File: config.mk
export PLATFORM = sky130hd
export DESIGN_NAME = video_timing_gen
export DESIGN_NICKNAME = d
export VERILOG_FILES = /design/src/rtl/video_timing_gen.sv
export SDC_FILE = /design/constraint.sdc
export NUM_CORES = 1
export LEC_CHECK = 0
export ABC_AREA = 1
export CAP_MARGIN = 40
export CORE_MARGIN = 4
export CORE_UTILIZATION = 45
export DETAILED_ROUTE_END_ITERATION = 8
export GPL_TIMING_DRIVEN = 0
export PLACE_DENSITY = 0.73
export SLEW_MARGIN = 20
export SYNTH_ARGS = -nofsm -noshare
export SYNTH_HDL_FRONTEND = slang
export SYNTH_SLANG_ARGS = --single-unit
File: constraint.sdc
create_clock -name iCLK -period 6.35 [get_ports iCLK]
set_clock_uncertainty 0.1 [all_clocks]
set_input_delay 1.905 -clock iCLK [delete_from_list [all_inputs] [get_ports iCLK]]
set_output_delay 1.905 -clock iCLK [all_outputs]
set_load 0.1 [all_outputs]
File: src/rtl/video_timing_gen.sv
// Parametrised raster timing generator: H/V counters with registered decodes.
// Optional frame counter enabled by defining VIDEO_TIMING_GEN_FRAME_CNT_EN.
module video_timing_gen #(
  parameter int unsigned H_ACTIVE = 1920,
  parameter int unsigned H_FP     = 88,
  parameter int unsigned H_SYNC   = 44,
  parameter int unsigned H_BP     = 148,
  parameter int unsigned V_ACTIVE = 1080,
  parameter int unsigned V_FP     = 4,
  parameter int unsigned V_SYNC   = 5,
  parameter int unsigned V_BP     = 36,
  parameter bit          HS_POL   = 1'b1,
  parameter bit          VS_POL   = 1'b1,
  parameter int unsigned HW       = 12,
  parameter int unsigned VW       = 11
) (
  input  logic          iCLK,
  input  logic          reset,
  input  logic          en,
  output logic [HW-1:0] HCNT,
  output logic [VW-1:0] VCNT,
  output logic          hsync,
  output logic          vsync,
  output logic          de,
  output logic [HW-1:0] x,
  output logic [VW-1:0] y,
  output logic          sof,
  output logic          eol,
  output logic [15:0]   frame_cnt
);

  localparam int unsigned H_TOTAL = H_ACTIVE + H_FP + H_SYNC + H_BP;
  localparam int unsigned V_TOTAL = V_ACTIVE + V_FP + V_SYNC + V_BP;

  localparam logic [HW-1:0] H_MAX  = HW'(H_TOTAL - 1);
  localparam logic [HW-1:0] H_ACT  = HW'(H_ACTIVE);
  localparam logic [HW-1:0] H_LAST = HW'(H_ACTIVE - 1);
  localparam logic [HW-1:0] H_SS   = HW'(H_ACTIVE + H_FP);
  localparam logic [HW-1:0] H_SE   = HW'(H_ACTIVE + H_FP + H_SYNC);
  localparam logic [VW-1:0] V_MAX  = VW'(V_TOTAL - 1);
  localparam logic [VW-1:0] V_ACT  = VW'(V_ACTIVE);
  localparam logic [VW-1:0] V_SS   = VW'(V_ACTIVE + V_FP);
  localparam logic [VW-1:0] V_SE   = VW'(V_ACTIVE + V_FP + V_SYNC);

  if (H_ACTIVE == 0 || H_FP == 0 || H_SYNC == 0 || H_BP == 0 ||
      V_ACTIVE == 0 || V_FP == 0 || V_SYNC == 0 || V_BP == 0) begin : g_bad_zero
    $error("video_timing_gen: zero-length active/porch/sync region");
  end
  if (longint'(H_TOTAL) > (longint'(1) << HW) ||
      longint'(V_TOTAL) > (longint'(1) << VW)) begin : g_bad_width
    $error("video_timing_gen: totals do not fit HW/VW");
  end

  logic [HW-1:0] r_hcnt, w_hnext;
  logic [VW-1:0] r_vcnt, w_vnext;
  logic          w_hwrap, w_de, w_hs, w_vs, w_sof, w_eol;
  logic [HW-1:0] w_x;
  logic [VW-1:0] w_y;
  logic          r_hs, r_vs, r_de, r_sof, r_eol;
  logic [HW-1:0] r_x;
  logic [VW-1:0] r_y;

  // Decodes look at the next position so every flop moves on the same edge.
  always_comb begin
    w_hwrap = (r_hcnt == H_MAX);
    w_hnext = w_hwrap ? '0 : r_hcnt + 1'b1;
    w_vnext = r_vcnt;
    if (w_hwrap) w_vnext = (r_vcnt == V_MAX) ? '0 : r_vcnt + 1'b1;
    w_de  = (w_hnext < H_ACT) && (w_vnext < V_ACT);
    w_hs  = (w_hnext >= H_SS && w_hnext < H_SE) ? HS_POL : ~HS_POL;
    w_vs  = (w_vnext >= V_SS && w_vnext < V_SE) ? VS_POL : ~VS_POL;
    w_x   = w_de ? w_hnext : '0;
    w_y   = w_de ? w_vnext : '0;
    w_sof = (w_hnext == '0) && (w_vnext == '0);
    w_eol = (w_hnext == H_LAST) && (w_vnext < V_ACT);
  end

  always_ff @(posedge iCLK) begin
    if (reset) begin
      r_hcnt <= H_MAX;
      r_vcnt <= V_MAX;
      r_hs   <= ~HS_POL;
      r_vs   <= ~VS_POL;
      r_de   <= 1'b0;
      r_x    <= '0;
      r_y    <= '0;
      r_sof  <= 1'b0;
      r_eol  <= 1'b0;
    end else if (en) begin
      r_hcnt <= w_hnext;
      r_vcnt <= w_vnext;
      r_hs   <= w_hs;
      r_vs   <= w_vs;
      r_de   <= w_de;
      r_x    <= w_x;
      r_y    <= w_y;
      r_sof  <= w_sof;
      r_eol  <= w_eol;
    end
  end

`ifdef VIDEO_TIMING_GEN_FRAME_CNT_EN
  logic [15:0] r_frame_cnt;

  always_ff @(posedge iCLK) begin
    if (reset) r_frame_cnt <= '0;
    else if (en && w_sof) r_frame_cnt <= r_frame_cnt + 16'd1;
  end

  assign frame_cnt = r_frame_cnt;
`else
  assign frame_cnt = 16'd0;
`endif

  assign HCNT  = r_hcnt;
  assign VCNT  = r_vcnt;
  assign hsync = r_hs;
  assign vsync = r_vs;
  assign de    = r_de;
  assign x     = r_x;
  assign y     = r_y;
  assign sof   = r_sof;
  assign eol   = r_eol;

endmodule

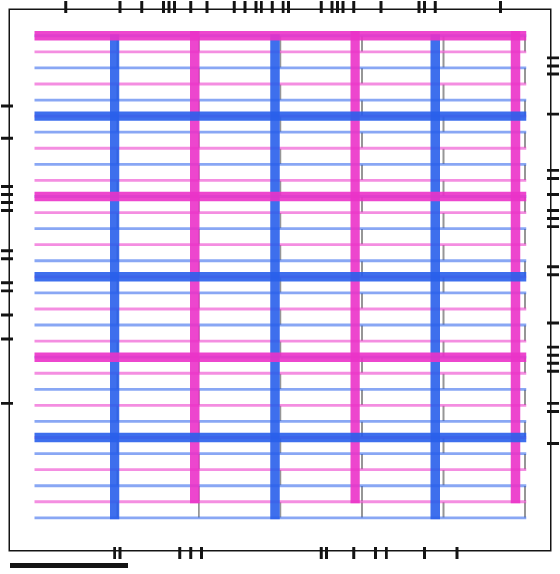
**Above:** floorplan with the power grid.
Bar = 20 um. Pins as bars on the die edge. Tap cells in grey.
Key: VDD = magenta; VSS = blue
6 straps on met4. The core has 30 rows.

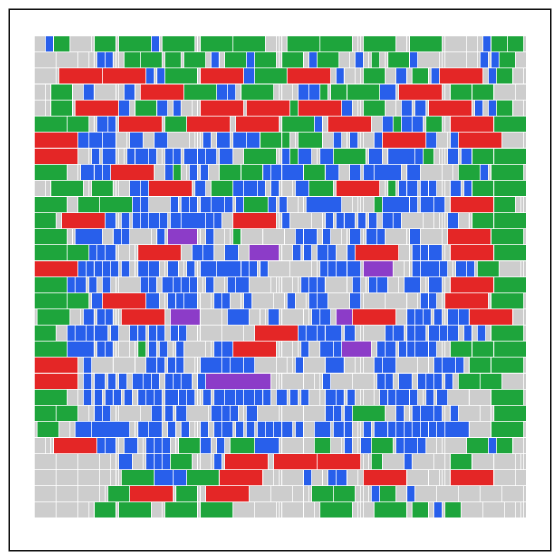
**Above:** cell classes on the final placement.
Fill, decap, tap and diode cells in grey.
Key: flops = red [cells 51, share of their area 22%]; other buffers and delay cells = green [cells 136, share of their area 33%]; combinational and other logic = blue [cells 417, share of their area 43%]; clock drivers and dummy loads = purple [cells 7, share of their area 2.3%]

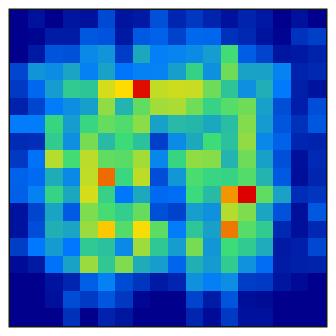
**Above:** signal metal coverage by tile.
18 x 18 tiles, from dark blue (low) to red (high), scaled to the fullest tile. Values are wire area over tile area, all layers added.
18% of the tiles are over half the peak. The fullest tile reaches 0.71. 9.0% of the tiles are nearly empty. The emptiest ninth of the die: south-east. The mean over all tiles is 0.20.
total track usage: 25.3%
routed len/inst: 14.5 um
Routed WL: 10300 um

==> results.py <==
# Generated from Yosys and OpenROAD reports
metrics = {
    "power": {
        "p_per_area_nw_per_um2": 209,
        "comb_cell_power_uw": 402,
        "power_switching_uw": 415,
        "p_clk_share_pct": 23.5,
        "peakVddDrop_v": 0.000123,
        "power_leakage_uw": 0.00216,
        "top_power_group": "combinational logic",
        "p_clk_uw": 230,
        "switching_share_pct": 42.2,
        "combPwrFrac_pct": 40.9,
        "p_total_uw": 982,
    },
    "yosys": {
        "ys_sh_mux_pct": 0,
        "ff_type": "dfxtp_1",
        "topCellsByArea": "dfxtp_1, nand2_1, nor2_1",
        "synthDistinctLibCells": 34,
        "top_cell": "nand2_1",
        "yosys_area_sq_um": 3130,
        "synth_top_cell_by_area": "dfxtp_1",
        "synthAoiAreaFrac_pct": 10.7,
        "simple_gate_share_pct": 40.3,
        "synth.avg_cell_area_sq_um": 6.44,
        "synthXorXnorAreaFrac_pct": 0.839,
        "synthCells": 486,
        "synthTopLogicFamily": "simple AND/OR/NAND/NOR gates",
        "synthesis.area_sq_um": 3130,
        "synth_adder_area_share_pct": 2.00,
        "synth_flops": 51,
    },
    "global_routing": {
        "use_met1_pct": 31.7,
        "use_met2_pct": 44.7,
        "top_usage_layer": "met2",
        "grt_max_degree": 16,
        "grt_pass1_wl_um": 17100,
    },
    "worst_setup_path": {
        "crit_arrival_ps": 3930,
        "cp.required_ps": 6490,
        "cp-end-kind": "flip-flop",
        "cp_slowest_cell": "clkdlybuf4s50_1",
        "worstSetupPathType": "input port to flip-flop",
    },
    "clock_network": {
        "cts_max_path_buffers": 2,
        "post_cts_resized": 0,
        "htree_levels": 2,
        "cts_setup_buffers": 0,
        "clk_pin_slew_worst_paths_ps": 100,
        "cts_tree": "built",
        "root_buffer": "clkbuf_8",
    },
    "layout": {
        "final_cell_count_no_fill": 707,
        "clock_cell_area_share_pct": 2.26,
        "final_area_sq_um": 4700,
        "syn2layout_area_growth_pct": 50.1,
        "buffer_area_share_pct": 32.0,
        "comb_cells": 363,
        "lay_top_cells": "nand2_1, nor2_1, clkdlybuf4s50_1, dfxtp_1, buf_8",
        "seqCellArea_sq_um": 1020,
        "ff_count": 51,
        "diodes": 0,
        "comb_share_pct": 37.2,
        "fillCellCount": 568,
        "seq_area_share_pct": 21.7,
        "layout_top_cell": "nand2_1",
    },
    "detailed_routing": {
        "vias": 3664,
        "drc": 0,
        "via_per_inst": 5.18,
        "drt_iter0_drc": 237,
    },
    "floorplanning": {
        "initCoreUtil_pct": 46.1,
        "dieArea_sq_um": 8350,
        "dieWidth_um": 91.4,
    },
    "placement": {
        "place_ws_ps": 2270,
        "gp_congestion": 0.878,
        "dpl_cell_area_sq_um": 4590,
        "place_hpwl_um": 8130,
    },
    "sta": {
        "maxSlewViolCount": 0,
        "tns_ps": 0,
        "fmax_ghz": 0.264,
        "worstMarginPinSlew_ps": 594,
        "hold_ws_ps": 361,
        "setup_ws_ps": 2560,
        "hold_viol": 0,
        "layout_min_cycle_time_ps": 3790,
    },
    "worst_hold_path": {
        "hp-class": "flip-flop to flip-flop",
    },
    "run_status": {
        "status": "finished clean",
    },
}
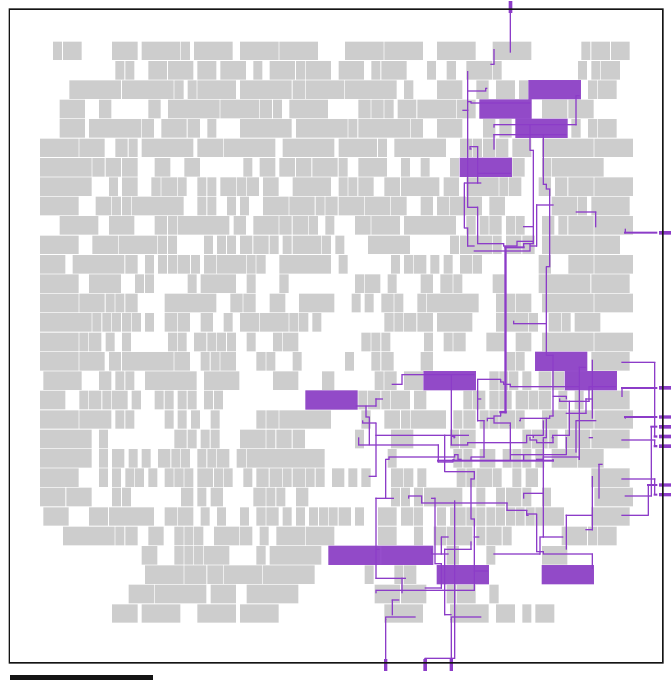
**Above:** I/O nets highlighted.
Bar = 20 um.
Key: HCNT = purple [direction output, edge 8 east, 3 south, 1 north, end cells 12, buffers 24, wire 781 um]
IO Pins: 70
I/O Buffers: 52

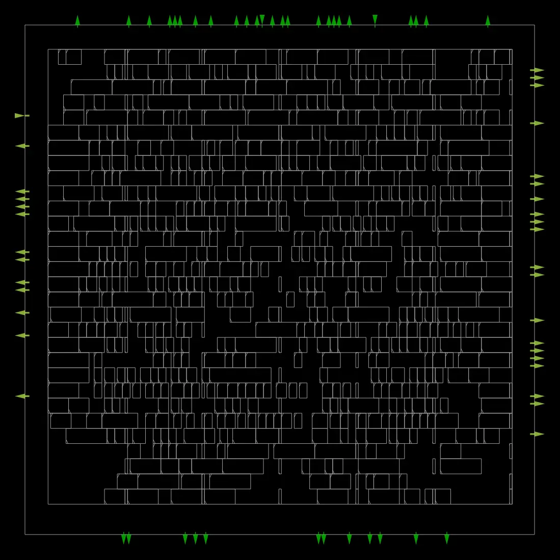
**Above:** placement view.
Final Util: 69.2%
Tap Cells: 96
core box area: 6790 sq um
standard-cell rows: 30

## routing by layer
metal | vias to the layer above | share of wire (%)
li1 | 1779 | -
met1 | 1709 | 41
met2 | 150 | 51
met3 | 26 | 5.7
met4 | 0 | 2.3
met5 | - | 0
## path summary, 6_finish.rpt
| kind | startpoint | endpoint | slack [ps] | depth (start not counted) |
|---|---|---|---|---|
| worst max-delay path | en | x[10] | 2560 | 7 |
| worst min-delay path | eol | eol | 360 | 2 |
| worst max register to register | HCNT[0] | y[10] | 3720 | 14 |
| worst min register to register | eol | eol | 360 | 2 |
## critical path: cells and delay by family
| family | cells | cell delay (ps) |
|---|---|---|
| buffers and inverters | 4 | 1430 |
| AND/OR/NAND/NOR | 2 | 430 |
| AND-OR/OR-AND | 1 | 150 |
Power and IR drop assume default switching activity.
